===== config.mk =====
export PLATFORM = sky130hd
export DESIGN_NAME = add_seq_ctrl
export DESIGN_NICKNAME = d
export VERILOG_FILES = /design/src/rtl/add_seq_ctrl_pkg.sv /design/src/rtl/add_seq_ctrl_fulladder4.sv /design/src/rtl/add_seq_ctrl.sv
export SDC_FILE = /design/constraint.sdc
export NUM_CORES = 1
export LEC_CHECK = 0
export CAP_MARGIN = 30
export CELL_PAD_IN_SITES_DETAIL_PLACEMENT = 1
export CELL_PAD_IN_SITES_GLOBAL_PLACEMENT = 1
export CORE_ASPECT_RATIO = 0.75
export CORE_MARGIN = 2
export CORE_UTILIZATION = 37
export CTS_BUF_LIST = sky130_fd_sc_hd__clkbuf_4 sky130_fd_sc_hd__clkbuf_8 sky130_fd_sc_hd__clkbuf_16
export CTS_CLUSTER_DIAMETER = 50
export DETAILED_ROUTE_END_ITERATION = 6
export GPL_ROUTABILITY_DRIVEN = 1
export PLACE_DENSITY = 0.85
export RECOVER_POWER = 50
export SLEW_MARGIN = 20
export SYNTH_ARGS = -nofsm -noshare
export SYNTH_HDL_FRONTEND = slang
export SYNTH_SLANG_ARGS = --single-unit
export TNS_END_PERCENT = 1

===== constraint.sdc =====
create_clock -name clk -period 3.2 [get_ports clk]
set_clock_uncertainty 0.05 [all_clocks]
set_input_delay 0.64 -clock clk [delete_from_list [all_inputs] [get_ports clk]]
set_output_delay 0.64 -clock clk [all_outputs]
set_load 0.05 [all_outputs]

===== src/rtl/add_seq_ctrl_pkg.sv =====
// Shared definitions for the nibble-serial adder: FSM state type and nibble width.
package add_seq_ctrl_pkg;

  localparam int NIBBLE_W = 4;

  typedef enum logic [1:0] {
    ST_IDLE = 2'd0,
    ST_RUN  = 2'd1,
    ST_DONE = 2'd2
  } state_t;

endpackage


===== src/rtl/add_seq_ctrl_fulladder4.sv =====
// fulladder4: purely combinational 4-bit ripple adder slice used by add_seq_ctrl.
module fulladder4
  import add_seq_ctrl_pkg::*;
(
  input  logic [NIBBLE_W-1:0] i_a,
  input  logic [NIBBLE_W-1:0] i_b,
  input  logic                i_ci,
  output logic [NIBBLE_W-1:0] o_s,
  output logic                o_co
);

  logic [NIBBLE_W:0] w_c;

  assign w_c[0] = i_ci;

  genvar gi;
  generate
    for (gi = 0; gi < NIBBLE_W; gi++) begin : g_bit
      assign o_s[gi]   = i_a[gi] ^ i_b[gi] ^ w_c[gi];
      assign w_c[gi+1] = (i_a[gi] & i_b[gi]) | (w_c[gi] & (i_a[gi] ^ i_b[gi]));
    end
  endgenerate

  assign o_co = w_c[NIBBLE_W];

endmodule


===== src/rtl/add_seq_ctrl.sv =====
// add_seq_ctrl: adds a_in+b_in+cin one nibble per cycle through one fulladder4.
// Define ADD_SEQ_OVF_EN to add the signed-overflow output ovf.
module add_seq_ctrl
  import add_seq_ctrl_pkg::*;
#(
  parameter int WIDTH = 16
) (
  input  logic             clk,
  input  logic             rst_n,
  input  logic             start,
  input  logic [WIDTH-1:0] a_in,
  input  logic [WIDTH-1:0] b_in,
  input  logic             cin,
  output logic             busy,
  output logic             done,
  output logic [WIDTH-1:0] sum,
  output logic             cout
`ifdef ADD_SEQ_OVF_EN
  ,
  output logic             ovf
`endif
);

  localparam int NNIB  = WIDTH / NIBBLE_W;
  localparam int IDX_W = (NNIB > 1) ? $clog2(NNIB) : 1;
  localparam logic [IDX_W-1:0] LAST_IDX = IDX_W'(NNIB - 1);

  state_t r_state;
  state_t w_state_next;

  logic [WIDTH-1:0]    r_a;
  logic [WIDTH-1:0]    r_b;
  logic [WIDTH-1:0]    r_sum;
  logic [IDX_W-1:0]    r_idx;
  logic                r_carry;
  logic                r_cout;

  logic [IDX_W+1:0]    w_base;
  logic [NIBBLE_W-1:0] w_a_nib;
  logic [NIBBLE_W-1:0] w_b_nib;
  logic [NIBBLE_W-1:0] w_s;
  logic                w_co;
  logic                w_last;
  logic                w_accept;

  // Bit offset of the current nibble: index * NIBBLE_W with NIBBLE_W = 4.
  assign w_base   = {r_idx, 2'b00};
  assign w_a_nib  = r_a[w_base +: NIBBLE_W];
  assign w_b_nib  = r_b[w_base +: NIBBLE_W];
  assign w_last   = (r_idx == LAST_IDX);
  assign w_accept = start && (r_state == ST_IDLE || r_state == ST_DONE);

  fulladder4 u_fa4 (
    .i_a  (w_a_nib),
    .i_b  (w_b_nib),
    .i_ci (r_carry),
    .o_s  (w_s),
    .o_co (w_co)
  );

  always_ff @(posedge clk) begin
    if (!rst_n) begin
      r_state <= ST_IDLE;
    end else begin
      r_state <= w_state_next;
    end
  end

  always_comb begin
    w_state_next = r_state;
    unique case (r_state)
      ST_IDLE: if (start) w_state_next = ST_RUN;
      ST_RUN:  if (w_last) w_state_next = ST_DONE;
      ST_DONE: w_state_next = start ? ST_RUN : ST_IDLE;
      default: w_state_next = ST_IDLE;
    endcase
  end

  always_comb begin
    busy = (r_state == ST_RUN);
    done = (r_state == ST_DONE);
  end

  // Operands are captured only on an accepted start, so later input changes are invisible.
  always_ff @(posedge clk) begin
    if (!rst_n) begin
      r_a     <= '0;
      r_b     <= '0;
      r_sum   <= '0;
      r_idx   <= '0;
      r_carry <= 1'b0;
      r_cout  <= 1'b0;
    end else if (w_accept) begin
      r_a     <= a_in;
      r_b     <= b_in;
      r_carry <= cin;
      r_idx   <= '0;
    end else if (r_state == ST_RUN) begin
      r_sum[w_base +: NIBBLE_W] <= w_s;
      r_carry                   <= w_co;
      r_idx                     <= r_idx + IDX_W'(1);
      if (w_last) begin
        r_cout <= w_co;
      end
    end
  end

  assign sum  = r_sum;
  assign cout = r_cout;

`ifdef ADD_SEQ_OVF_EN
  logic r_ovf;
  logic w_c_into_msb;

  // Carry into the MSB recovered from the top bit's sum: c = a ^ b ^ s.
  assign w_c_into_msb = w_a_nib[NIBBLE_W-1] ^ w_b_nib[NIBBLE_W-1] ^ w_s[NIBBLE_W-1];

  always_ff @(posedge clk) begin
    if (!rst_n) begin
      r_ovf <= 1'b0;
    end else if (r_state == ST_RUN && w_last) begin
      r_ovf <= w_c_into_msb ^ w_co;
    end
  end

  assign ovf = r_ovf;
`endif

endmodule


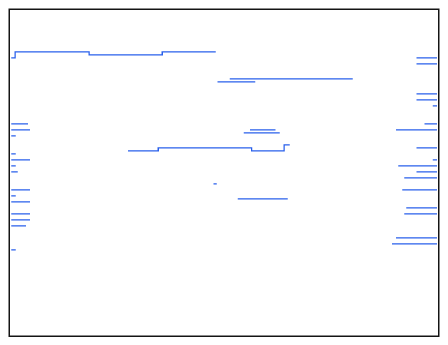
Fig. 1. M3 wires (run 1).
longest straight run	27.6 µm
share of all routed wire	4.7%
main direction	horizontal
nets with wire on the layer	37
wire length on this layer	277 µm
Post-Route WL: 5910 µm
Via Count: 1951

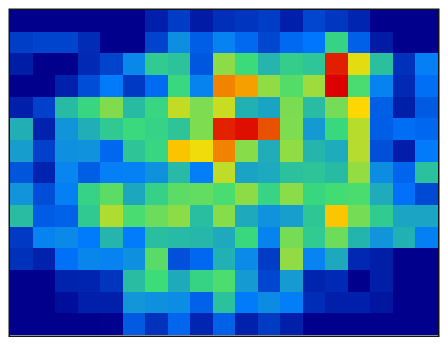
Fig. 2. Wiring heat map (run 1).
19 x 15 tiles, from dark blue (low) to red (high), scaled to the fullest tile. Values are wire area over tile area, all layers added.
mean over tiles	0.13
densest ninth of the die	middle
fullest tile	0.43
gr usage total: 17.8%
wire length per cell: 15.0 µm

==> impl_results.html, run 1 <==
<!-- implementation run metrics -->
<table>
<tr><th>Metric</th><th>Value</th></tr>
<tr><th colspan="2">Run status</th></tr>
<tr><td>Status</td><td>finished, violations left</td></tr>
<tr><td>Violations in the final reports</td><td>max-capacitance violations, max-slew violations</td></tr>
<tr><th colspan="2">Worst hold path</th></tr>
<tr><td>Hold Path Cell Cnt</td><td>2</td></tr>
<tr><td>Min-delay worst type</td><td>register to register</td></tr>
<tr><td>Worst min-delay path endpoint</td><td>sum[8]$_SDFFE_PN0P_</td></tr>
<tr><td>Source of the worst hold timing path</td><td>sum[8]$_SDFFE_PN0P_</td></tr>
<tr><th colspan="2">Placed design</th></tr>
<tr><td>Dpl cell area</td><td>0.00301 mm²</td></tr>
<tr><td>HPWL after DPL</td><td>~4400 µm</td></tr>
<tr><td>Cell count after placement</td><td>386</td></tr>
<tr><th colspan="2">Timing</th></tr>
<tr><td>Fmax achieved</td><td>339 MHz</td></tr>
<tr><td>Crit path time final</td><td>2.95 ns</td></tr>
<tr><td>Final hold vios</td><td>0</td></tr>
<tr><td>Max-slew violation count</td><td>35</td></tr>
<tr><td>Final critical-path share of the clock period</td><td>92.2%</td></tr>
<tr><td>Slew @ Worst Pin</td><td>1.50 ns</td></tr>
<tr><th colspan="2">Layout</th></tr>
<tr><td>Synth-to-layout area growth</td><td>30.5%</td></tr>
<tr><td>FF/Latch Area</td><td>0.00108 mm²</td></tr>
<tr><td>Post-route insts no fill</td><td>394</td></tr>
<tr><td>Non-clock buffering overhead</td><td>between 10% and 20%</td></tr>
<tr><td>Final Instance Area</td><td>0.00313 mm²</td></tr>
<tr><td>Most common logic cells in the final layout</td><td>sky130_fd_sc_hd__nand2_1 (88), sky130_fd_sc_hd__dfxtp_1 (53), sky130_fd_sc_hd__clkdlybuf4s50_1 (53)</td></tr>
<tr><td>Count of buffers not belonging to the clock network in the layout</td><td>61</td></tr>
<tr><td>Filler Cells Inserted</td><td>between 700 and 800</td></tr>
<tr><td>End-of-flow core utilization</td><td>around half</td></tr>
<tr><td>N_diodes</td><td>0</td></tr>
<tr><td>Logic gate fraction of the total cell area</td><td>38.6%</td></tr>
<tr><th colspan="2">Synth</th></tr>
<tr><td>Area of the mapped netlist</td><td>roughly 0.0024 mm²</td></tr>
<tr><td>List of most frequent post-synthesis cells</td><td>sky130_fd_sc_hd__nand2_1 (88), sky130_fd_sc_hd__dfxtp_1 (54), sky130_fd_sc_hd__a21boi_0 (27)</td></tr>
<tr><td>Portion of synthesized cell area occupied by the leading cell type</td><td>45.1%</td></tr>
<tr><td>Simple Share, Synth</td><td>19.1%</td></tr>
<tr><td>Total of warnings raised by yosys</td><td>0</td></tr>
<tr><td>Dominant comb cell</td><td>simple AND/OR/NAND/NOR gates</td></tr>
<tr><td>FF+latch count, synth</td><td>54</td></tr>
<tr><td>Number of standard cells after synthesis</td><td>between 200 and 300</td></tr>
<tr><td>Syn nets</td><td>306</td></tr>
<tr><td>Aoi share</td><td>16.9%</td></tr>
<tr><td>Most instantiated flip-flop cell in the synthesis netlist</td><td>sky130_fd_sc_hd__dfxtp_1</td></tr>
<tr><td>Area of the synthesized netlist per yosys stat</td><td>0.00240 mm²</td></tr>
<tr><td>Fraction of registers with async set/reset</td><td>0%</td></tr>
<tr><td>Cell types with the largest area share after synthesis</td><td>sky130_fd_sc_hd__dfxtp_1 (45%), sky130_fd_sc_hd__nand2_1 (14%), sky130_fd_sc_hd__a21boi_0 (8.5%), sky130_fd_sc_hd__mux4_2 (7.5%), sky130_fd_sc_hd__fa_1 (3.3%)</td></tr>
<tr><td>Most repeated cell in the gate-level netlist after synthesis</td><td>sky130_fd_sc_hd__nand2_1</td></tr>
<tr><th colspan="2">Die</th></tr>
<tr><td>Standard-cell row count</td><td>25</td></tr>
<tr><td>Core area</td><td>0.00629 mm²</td></tr>
<tr><td>FP Util</td><td>a little under two fifths</td></tr>
<tr><th colspan="2">Critical path</th></tr>
<tr><td>Cell repeated most along the worst path</td><td>sky130_fd_sc_hd__fa_1</td></tr>
<tr><td>Family of cells with the greatest summed delay on the critical path</td><td>adder cells</td></tr>
<tr><td>Endpoint class of the critical path</td><td>register</td></tr>
<tr><td>Capturing element of the worst setup path</td><td>sum[7]$_SDFFE_PN0P_</td></tr>
<tr><td>Endpoint of the most critical register-to-register path</td><td>sum[7]$_SDFFE_PN0P_</td></tr>
<tr><td>Slowest cell on the critical path</td><td>sky130_fd_sc_hd__mux4_2</td></tr>
<tr><td>Timing startpoint of the critical path</td><td>r_idx[0]$_SDFFE_PP0P_</td></tr>
<tr><td>Worst Setup Path Type</td><td>register to register</td></tr>
<tr><td>CP cell instances</td><td>mux4_2 -&gt; inv_1 -&gt; fa_1 -&gt; fa_1 -&gt; inv_1 -&gt; fa_1 -&gt; fa_1 -&gt; nand2_1 -&gt; o32ai_2</td></tr>
<tr><td>Required time at the endpoint of the critical path</td><td>3.37 ns</td></tr>
<tr><td>Stages on worst setup path</td><td>9</td></tr>
<tr><th colspan="2">Job</th></tr>
<tr><td>Tool warnings</td><td>31</td></tr>
<tr><td>Max Cap Viol</td><td>1</td></tr>
<tr><th colspan="2">Global route</th></tr>
<tr><td>Initial antenna violation count</td><td>0</td></tr>
<tr><th colspan="2">Pwr</th></tr>
<tr><td>Leakage power summed over all cells</td><td>1.13 nW</td></tr>
<tr><th colspan="2">Drt</th></tr>
<tr><td>Post-detailed-route via-to-cell ratio</td><td>4.95</td></tr>
<tr><td>DR iter-0 viols</td><td>about 120</td></tr>
<tr><th colspan="2">Clock network</th></tr>
<tr><td>Number of setup buffers added after CTS</td><td>0</td></tr>
<tr><td>Number of buffers on the longest clock path</td><td>2</td></tr>
<tr><td>CTS tree</td><td>built</td></tr>
<tr><td>Gates resized, CTS repair</td><td>0</td></tr>
</table>
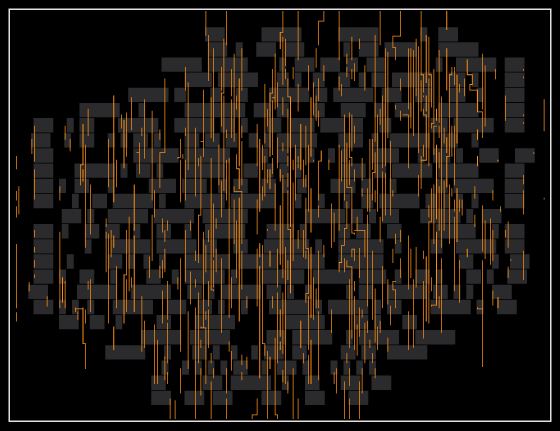
Fig. 3. Met2 routing (run 1).
wire length on this layer	2850 µm
main direction	vertical
share of all routed wire	48%
nets with wire on the layer	290
longest straight run	28.6 µm
global routing usage on met2: 31.3%

[run 1: sequential cells by signal, indices dropped and copies added, names as in the netlist]
signal   flops
r_a         16
r_idx        2
r_state      2
r_carry      1
sum         16
r_b         16
cout         1
[run 1: power by group]
| group | internal (W) | total [W] | switching (W) |
|---|---|---|---|
| Clock | 0.000251 | 0.000460 | 0.000209 |
| Combinational | 0.0000958 | 0.000202 | 0.000106 |
| Sequential | 0.000702 | 0.000723 | 0.0000206 |
| Total | 0.00105 | 0.00138 | 0.000335 |
[run 1: routing by layer]
metal	vias up	routed length (µm)	part of all wire [%]
met5	-	0	0
met2	46	2850	48
met1	919	2750	47
li1	984	-	-
met4	0	29	0.49
met3	2	277	4.7
Fig. 4: run 1, signal wires on met1
Bar = 20 µm. Supply wires on this layer in grey.
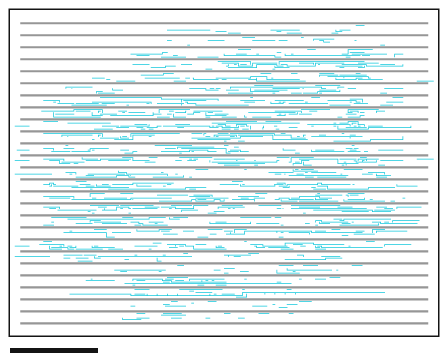

==> run 2, diff against run 1 <==
Settings changed: ABC_AREA set to 1, CORE_UTILIZATION 37 to 36, PLACE_DENSITY 0.85 to 0.86, SKIP_CTS_REPAIR_TIMING set to 1.
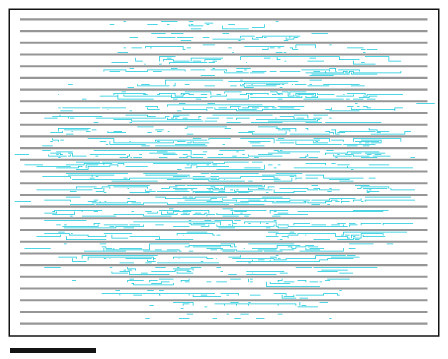
Fig. 5. Signal wires on met1 (run 2).
Bar = 20 µm. Supply wires on this layer in grey.
share of all routed wire	49%
nets with wire on the layer	388
longest straight run	27.6 µm
Post-Route WL: 6690 µm
Via Count: 2306

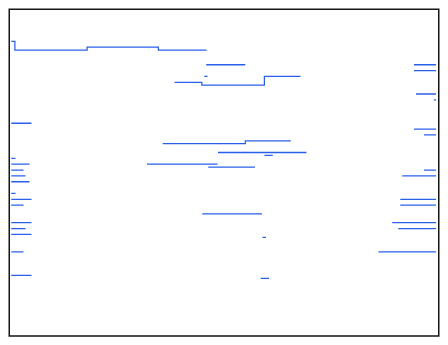
Fig. 6. M3 wires (run 2).
share of all routed wire	4.6%
nets with wire on the layer	34
wire length on this layer	307 µm
longest straight run	20.2 µm
main direction	horizontal
global routing usage on met3: 4.77%

==> run 2 against run 1 <==
Flip-flop count stayed put. Design area grew 1.6%. Largest power group unchanged. Cell count grew 20%. Sequential power rose by 3.7%. Via count increased by 18%. Sequential share of layout area fell by 0.50 points. Non-clock buffer count fell by 1. Global-route usage rose by 0.91 points. The flow now finishes without violations.
==> impl_results.html, run 2 <==
<!-- implementation run metrics -->
<table>
<tr><th>Metric</th><th>Value</th></tr>
<tr><th colspan="2">Placed design</th></tr>
<tr><td>Cell count after placement</td><td>464 (+20%)</td></tr>
<tr><td>HPWL after DPL</td><td>5010 µm (+14%)</td></tr>
<tr><th colspan="2">Synth</th></tr>
<tr><td>Syn nets</td><td>379 (+24%)</td></tr>
<tr><td>List of most frequent post-synthesis cells</td><td>sky130_fd_sc_hd__nor2_1 (95), sky130_fd_sc_hd__o21ai_0 (59), sky130_fd_sc_hd__dfxtp_1 (54)</td></tr>
<tr><td>Most instantiated flip-flop cell in the synthesis netlist</td><td>sky130_fd_sc_hd__dfxtp_1</td></tr>
<tr><td>Fraction of registers with async set/reset</td><td>0% (unchanged)</td></tr>
<tr><td>Most repeated cell in the gate-level netlist after synthesis</td><td>sky130_fd_sc_hd__nor2_1</td></tr>
<tr><td>Area of the synthesized netlist per yosys stat</td><td>0.00246 mm² (+2.7%)</td></tr>
<tr><td>Number of standard cells after synthesis</td><td>333 (+28%)</td></tr>
<tr><td>Portion of synthesized cell area occupied by the leading cell type</td><td>43.9% (-1.2 points)</td></tr>
<tr><td>Seq/Total Area, Yosys</td><td>about 44%</td></tr>
<tr><td>Total of warnings raised by yosys</td><td>0 (unchanged)</td></tr>
<tr><td>Area of the mapped netlist</td><td>0.00246 mm² (+2.7%)</td></tr>
<tr><td>Cell types with the largest area share after synthesis</td><td>sky130_fd_sc_hd__dfxtp_1 (44%), sky130_fd_sc_hd__nor2_1 (14%), sky130_fd_sc_hd__o21ai_0 (12%), sky130_fd_sc_hd__nand2_1 (5.3%), sky130_fd_sc_hd__a21oi_1 (3.7%)</td></tr>
<tr><td>FF+latch count, synth</td><td>54 (unchanged)</td></tr>
<tr><th colspan="2">Pwr</th></tr>
<tr><td>Clock net power</td><td>0.000473 W (+3%)</td></tr>
<tr><td>Internal</td><td>0.00108 W (+3.1%)</td></tr>
<tr><td>Sequential power</td><td>0.000750 W (+3.7%)</td></tr>
<tr><td>Top power consumer group</td><td>registers</td></tr>
<tr><td>Leakage power summed over all cells</td><td>1.35 nW (+19%)</td></tr>
<tr><td>Relative contribution of the clock network to total power</td><td>30.9% (-2.3 points)</td></tr>
<tr><td>Switching power of the nets</td><td>0.000448 W (+33%)</td></tr>
<tr><td>Share of total power in sequential cells</td><td>49.0% (-3.2 points)</td></tr>
<tr><td>Switching power as a share of total power</td><td>29.3% (+5.0 points)</td></tr>
<tr><th colspan="2">Run status</th></tr>
<tr><td>Status</td><td>complete, no violations</td></tr>
<tr><th colspan="2">Critical path</th></tr>
<tr><td>Timing startpoint of the critical path</td><td>r_idx[1]$_SDFFE_PP0P_</td></tr>
<tr><td>Worst Setup Path Type</td><td>register to register</td></tr>
<tr><td>Required time at the endpoint of the critical path</td><td>3.40 ns (+0.03 ns)</td></tr>
<tr><td>Slowest cell on the critical path</td><td>sky130_fd_sc_hd__fa_1</td></tr>
<tr><td>CP cell instances</td><td>clkinv_1 -&gt; a21oi_1 -&gt; fa_1 -&gt; fa_1 -&gt; inv_1 -&gt; fa_1 -&gt; fa_1 -&gt; nand2_1 -&gt; nor2_1 -&gt; nand2_1 -&gt; nand2_1 -&gt; inv_1 -&gt; nor2_1</td></tr>
<tr><td>Endpoint class of the critical path</td><td>register</td></tr>
<tr><td>Endpoint of the most critical register-to-register path</td><td>sum[7]$_SDFFE_PN0P_</td></tr>
<tr><td>Capturing element of the worst setup path</td><td>sum[7]$_SDFFE_PN0P_</td></tr>
<tr><td>Stages on worst setup path</td><td>13 (+4)</td></tr>
<tr><th colspan="2">Timing</th></tr>
<tr><td>Slew headroom</td><td>23.0%</td></tr>
<tr><td>Fmax achieved</td><td>344 MHz (+1.5%)</td></tr>
<tr><td>Final hold vios</td><td>0 (unchanged)</td></tr>
<tr><td>Slew @ Worst Pin</td><td>1.15 ns (-0.347 ns)</td></tr>
<tr><td>Max-slew violation count</td><td>0 (-100%)</td></tr>
<tr><td>Crit path time final</td><td>2.91 ns (-0.0427 ns)</td></tr>
<tr><th colspan="2">Layout</th></tr>
<tr><td>Post-route insts no fill</td><td>472 (+20%)</td></tr>
<tr><td>End-of-flow core utilization</td><td>47.5% (-2.3 points)</td></tr>
<tr><td>N_diodes</td><td>0 (unchanged)</td></tr>
<tr><td>Synth-to-layout area growth</td><td>29.2%</td></tr>
<tr><td>Filler Cells Inserted</td><td>870 (+20%)</td></tr>
<tr><th colspan="2">Clock network</th></tr>
<tr><td>Number of buffers on the longest clock path</td><td>2 (unchanged)</td></tr>
<tr><td>CTS tree</td><td>built</td></tr>
<tr><th colspan="2">Worst hold path</th></tr>
<tr><td>Worst min-delay path endpoint</td><td>r_b[0]$_SDFFE_PN0P_</td></tr>
<tr><td>Min-delay worst type</td><td>register to register</td></tr>
<tr><td>Hold Path Cell Cnt</td><td>2 (unchanged)</td></tr>
<tr><td>Source of the worst hold timing path</td><td>r_b[0]$_SDFFE_PN0P_</td></tr>
<tr><th colspan="2">Drt</th></tr>
<tr><td>Total met3 wirelength after detailed routing</td><td>307 µm (+11%)</td></tr>
<tr><td>DR iter-0 viols</td><td>64 (-48%)</td></tr>
<tr><td>Post-detailed-route via-to-cell ratio</td><td>4.89 (-1.3%)</td></tr>
<tr><td>Wire length per cell</td><td>14.2 µm (-5.5%)</td></tr>
<tr><td>Routed metal-1 wire length</td><td>3290 µm (+20%)</td></tr>
<tr><th colspan="2">Global route</th></tr>
<tr><td>Initial antenna violation count</td><td>0 (unchanged)</td></tr>
<tr><td>Gr usage total</td><td>18.7% (+0.91 points)</td></tr>
<tr><th colspan="2">Job</th></tr>
<tr><td>Max Cap Viol</td><td>0 (-1)</td></tr>
<tr><th colspan="2">Die</th></tr>
<tr><td>Core area</td><td>0.00670 mm² (+6.6%)</td></tr>
<tr><td>FP Util</td><td>36.7% (-1.4 points)</td></tr>
</table>
==> run 2: area by class of cell <==
type,instances,area (µm²),share of cell area [%]
clock inverters,2,37.5,1.18
inverters,27,101,3.19
multi-input cells,239,1190,37.6
flip-flops and latches,54,1080,34.1
repair buffers,60,582,18.3
clock buffers,6,76.3,2.40
well taps,84,105,3.30
==> run 2: metrics by stage <==
step                      worst slack [ns]  area, µm²
after CTS                            0.143       3190
final                                0.293       3180
after detailed placement             0.186       3080
after floorplan                      0.448       2460
after global routing                0.0288       3180
after global placement               0.370       3080
==> run 2: cell families (layout without fill, tap and decap cells) <==
family	after synthesis	in the layout	share of synthesized area, %
AND-OR/OR-AND	83	83	17.2
adder cells (fa/ha/maj)	10	10	6.30
buffers and inverters	40	95	7.27
flip-flops	54	54	43.9
AND/OR/NAND/NOR	146	146	25.4
Power is estimated from default activity; no workload was simulated.
